===== src/rtl/decode_queue.sv =====
// ---------------------------------------------------------------------------
// decode_queue
//   Registered instruction decoder with a small FIFO of decoded bundles.
//   Fetched instructions are fully decoded when they are enqueued (type,
//   register fields, extended immediate, branch/jump target, illegal flag)
//   and handed to the execute stage from the head entry of the queue.
//
// Parameters
//   W      width of instruction, PC, immediate and target words (>= 32)
//   DEPTH  number of decoded-bundle entries (power of two, >= 2)
//
// Ports
//   clk, rst        rising-edge clock, asynchronous active-low reset
//   flush           drop all buffered entries and the current input
//   in_valid/ready  fetch-side handshake; in_ready = queue not full
//   in_inst, in_pc  raw instruction and its PC
//   out_valid/ready execute-side handshake for the head entry
//   out_*           decoded fields of the head entry
// ---------------------------------------------------------------------------
module decode_queue #(
  parameter int W     = 32,
  parameter int DEPTH = 2
) (
  input  logic         clk,
  input  logic         rst,
  input  logic         flush,
  input  logic         in_valid,
  output logic         in_ready,
  input  logic [W-1:0] in_inst,
  input  logic [W-1:0] in_pc,
  output logic         out_valid,
  input  logic         out_ready,
  output logic [1:0]   out_inst_type,
  output logic [5:0]   out_op_code,
  output logic [5:0]   out_funct,
  output logic [4:0]   out_rs,
  output logic [4:0]   out_rt,
  output logic [4:0]   out_rd,
  output logic [4:0]   out_shamt,
  output logic [W-1:0] out_imm,
  output logic [W-1:0] out_pc,
  output logic [W-1:0] out_br_target,
  output logic         out_illegal
);

  localparam int PW = $clog2(DEPTH);
  localparam int CW = $clog2(DEPTH + 1);
  localparam logic [CW-1:0] FULL = CW'(DEPTH);

  localparam logic [1:0] TYPE_R = 2'b00;
  localparam logic [1:0] TYPE_I = 2'b01;
  localparam logic [1:0] TYPE_J = 2'b10;

  typedef struct packed {
    logic [1:0]   inst_type;
    logic [5:0]   op_code;
    logic [5:0]   funct;
    logic [4:0]   rs;
    logic [4:0]   rt;
    logic [4:0]   rd;
    logic [4:0]   shamt;
    logic [W-1:0] imm;
    logic [W-1:0] pc;
    logic [W-1:0] br_target;
    logic         illegal;
  } entry_t;

  entry_t          mem [DEPTH];
  entry_t          dec;
  logic [PW-1:0]   wr_ptr;
  logic [PW-1:0]   rd_ptr;
  logic [CW-1:0]   count;
  logic            push;
  logic            pop;

  logic [5:0]      op;
  logic [5:0]      fn;
  logic [W-1:0]    pc4;
  logic [W-1:0]    sext16;
  logic [W-1:0]    zext16;
  logic [W-1:0]    br_off;
  logic [W-1:0]    j_off;

  assign in_ready  = (count != FULL);
  assign out_valid = (count != '0);
  assign push      = in_valid & in_ready & ~flush;
  assign pop       = out_valid & out_ready & ~flush;

  // Combinational decode of the incoming instruction; the result is only
  // ever observed after it has been written into the queue.
  always_comb begin
    op     = in_inst[31:26];
    fn     = in_inst[5:0];
    pc4    = in_pc + W'(4);
    sext16 = {{(W-16){in_inst[15]}}, in_inst[15:0]};
    zext16 = {{(W-16){1'b0}}, in_inst[15:0]};
    br_off = {{(W-18){in_inst[15]}}, in_inst[15:0], 2'b00};
    j_off  = {{(W-28){1'b0}}, in_inst[25:0], 2'b00};

    dec           = '0;
    dec.op_code   = op;
    dec.pc        = in_pc;
    dec.br_target = pc4;

    case (op)
      6'b000000: begin
        dec.inst_type = TYPE_R;
        dec.funct     = fn;
        dec.rs        = in_inst[25:21];
        dec.rt        = in_inst[20:16];
        dec.rd        = in_inst[15:11];
        dec.shamt     = in_inst[10:6];
        // Constant shifts carry their shift amount as the immediate.
        if (fn == 6'b000000 || fn == 6'b000010 || fn == 6'b000011)
          dec.imm = {{(W-5){1'b0}}, in_inst[10:6]};
        case (fn) inside
          6'b000000, 6'b000010, 6'b000011, 6'b000100, 6'b000110,
          6'b000111, 6'b001000, 6'b001001, [6'b100000:6'b100111],
          6'b101010, 6'b101011: dec.illegal = 1'b0;
          default:              dec.illegal = 1'b1;
        endcase
      end
      6'b000010, 6'b000011: begin
        dec.inst_type = TYPE_J;
        dec.imm       = j_off;
        // Jump target keeps the upper bits of the sequential PC.
        dec.br_target = {pc4[W-1:28], in_inst[25:0], 2'b00};
      end
      default: begin
        dec.inst_type = TYPE_I;
        dec.rs        = in_inst[25:21];
        dec.rt        = in_inst[20:16];
        case (op)
          6'b001000, 6'b001001, 6'b001010, 6'b001011,
          6'b100000, 6'b100001, 6'b100011, 6'b100100, 6'b100101,
          6'b101000, 6'b101001, 6'b101011:
            dec.imm = sext16;
          6'b001100, 6'b001101, 6'b001110:
            dec.imm = zext16;
          6'b001111:
            dec.imm = sext16 << 16;
          6'b000001, 6'b000100, 6'b000101, 6'b000110, 6'b000111: begin
            dec.imm       = br_off;
            dec.br_target = pc4 + br_off;
          end
          default:
            dec.illegal = 1'b1;
        endcase
      end
    endcase
  end

  // Queue storage and pointers. Flush wins over any push or pop in the same
  // cycle; pointers wrap naturally because DEPTH is a power of two.
  always_ff @(posedge clk or negedge rst) begin
    if (!rst) begin
      wr_ptr <= '0;
      rd_ptr <= '0;
      count  <= '0;
      for (int i = 0; i < DEPTH; i++) mem[i] <= '0;
    end else if (flush) begin
      wr_ptr <= '0;
      rd_ptr <= '0;
      count  <= '0;
    end else begin
      if (push) begin
        mem[wr_ptr] <= dec;
        wr_ptr      <= wr_ptr + PW'(1);
      end
      if (pop) rd_ptr <= rd_ptr + PW'(1);
      case ({push, pop})
        2'b10:   count <= count + CW'(1);
        2'b01:   count <= count - CW'(1);
        default: count <= count;
      endcase
    end
  end

  // Outputs come straight from the head register, so nothing on the fetch
  // side can reach them combinationally.
  assign out_inst_type = mem[rd_ptr].inst_type;
  assign out_op_code   = mem[rd_ptr].op_code;
  assign out_funct     = mem[rd_ptr].funct;
  assign out_rs        = mem[rd_ptr].rs;
  assign out_rt        = mem[rd_ptr].rt;
  assign out_rd        = mem[rd_ptr].rd;
  assign out_shamt     = mem[rd_ptr].shamt;
  assign out_imm       = mem[rd_ptr].imm;
  assign out_pc        = mem[rd_ptr].pc;
  assign out_br_target = mem[rd_ptr].br_target;
  assign out_illegal   = mem[rd_ptr].illegal;

endmodule

===== config.mk =====
export PLATFORM = sky130hd
export DESIGN_NAME = decode_queue
export DESIGN_NICKNAME = d
export VERILOG_FILES = /design/src/rtl/decode_queue.sv
export SDC_FILE = /design/constraint.sdc
export NUM_CORES = 1
export LEC_CHECK = 0
export CORE_MARGIN = 2
export CORE_UTILIZATION = 35
export CTS_CLUSTER_DIAMETER = 40
export DETAILED_ROUTE_END_ITERATION = 6
export GPL_TIMING_DRIVEN = 1
export PLACE_DENSITY_LB_ADDON = 0.12
export SLEW_MARGIN = 20
export SYNTH_ARGS = -nofsm -noshare
export SYNTH_HDL_FRONTEND = slang
export SYNTH_SLANG_ARGS = --single-unit
export TNS_END_PERCENT = 50

===== constraint.sdc =====
create_clock -name clk -period 4.6 [get_ports clk]
set_clock_uncertainty 0.2 [all_clocks]
set_input_delay 0.69 -clock clk [delete_from_list [all_inputs] [get_ports clk]]
set_output_delay 0.69 -clock clk [all_outputs]
set_load 0.005 [all_outputs]

==> ci_impl_report.md <==
## Implementation flow summary

| Metric | Value |
|---|---|
| Clock Latency Late Sink | `580 ps` |
| Status | `finished, final reports clean` |
| First-pass GRT wire length | `72600 um` |
| Met2 Wirelength | `20900 um` |
| Worst hold margin | `268 ps` |
| CTS-repair resized insts | `0` |
| Clock Pin Slew Worst Setup and Hold Paths | `50 ps` |
| Die H | `206 um` |
| Syn Nets | `1650` |
| Filler cell count in the final layout | `3831` |
| Synthesized registers | `266` |
| Vias/cell | `5.10` |
| Post-route cell area | `19100 um2` |
| Final antenna-violating net count | `0` |
| Core Footprint | `40000 um2` |
| Crit start category | `primary input` |
| Crit share post-route | `86.0%` |
| Core Density at Floorplan | `35.7%` |
| Port bufs | `201` |
| Post-layout util | `47.8%` |
cell type report:
| type | count | area [um2] | area share (%) |
|---|---|---|---|
| tap | 525 | 657 | 3.43 |
| timing repair buffer | 297 | 2800 | 14.6 |
| inverter | 11 | 41.3 | 0.216 |
| sequential | 266 | 6660 | 34.8 |
| clock buffer | 56 | 1290 | 6.75 |
| multi-input combinational | 1172 | 7210 | 37.6 |
| clock inverter | 34 | 483 | 2.52 |
worst paths after layout:
kind,from,end,slack [ps],cells after the start
setup / recovery,in_pc[2],mem[32],640,17
hold / removal,mem[44],mem[44],270,2
setup reg to reg,count[0],mem[40],2170,7
hold reg to reg,mem[44],mem[44],270,2
max in group asynchronous,rst,mem[36],2660,3
min in group asynchronous,rst,mem[112],490,2
kinds of logic (layout without fill, tap and decap cells):
logic type                 count (synthesis)  after routing  synth area share [%]
AOI/OAI and AO/OA                        344            344                  14.8
xor gates and xnor gates                  55             55                  3.48
adders and majority gates                 34             34                  3.04
buffers and inverters                    109            398                  3.04
DFF                                      266            266                  46.7
muxes                                    148            148                  11.7
and+or+nand+nor                          591            591                  17.3
cells in the mapped netlist (all sizes together), types with 14 or more instances:
library cell | instances | area (um2)
a21oi | 41 | 209
a221oi | 26 | 234
a22oi | 19 | 143
and3 | 16 | 115
buf | 14 | 76.3
clkbuf | 84 | 315
dfrtp | 266 | 6660
ha | 33 | 413
mux2 | 145 | 1630
nand2 | 459 | 1720
nand3 | 20 | 110
nor2 | 48 | 188
o21ai | 193 | 966
xnor2 | 34 | 305
xor2 | 21 | 191
sequential cells by signal, indices dropped and copies added (netlist names):
register / count
count: 2
mem: 262
rd_ptr: 1
wr_ptr: 1
timing repair:
action                                 in CTS  in global routing
setup endpoints to repair                   0                  0
endpoints found under the hold margin      84                  0
hold buffers                                1                  0
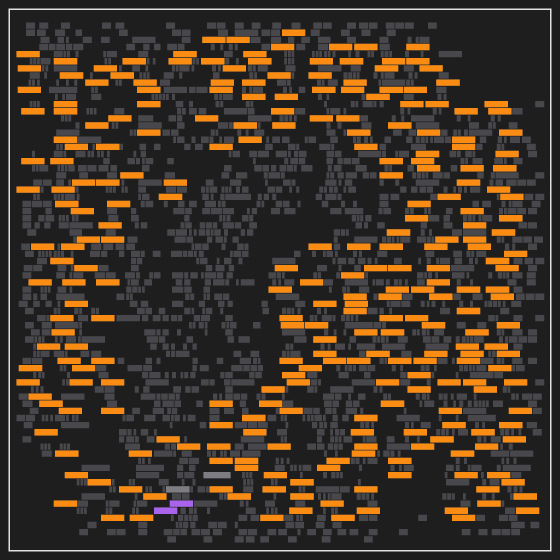
**Above:** sequential cells grouped by signal name.
Other sequential cells in the stronger gray, the rest of the logic in the fainter gray.
- orange: `mem` (placed flops 262; where all over the die)
- purple: `count` (placed flops 2)

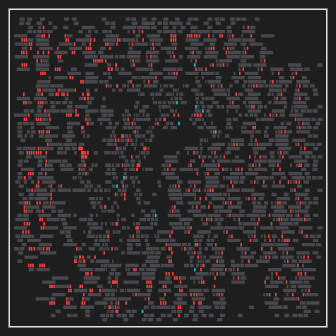
**Above:** gate families picked out.
- red: NAND gates (cells 492; most used nand2_1; where all over the die)
- cyan: inverters (cells 11; most used inv_1)

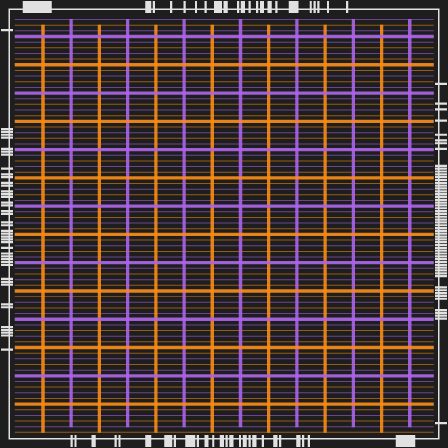
**Above:** supply network.
Pins as bars on the die edge.
- orange: VSS
- purple: VDD
- met5 straps: 14
- signal pins: 202
- met1 rails: 74
- met4 straps: 14

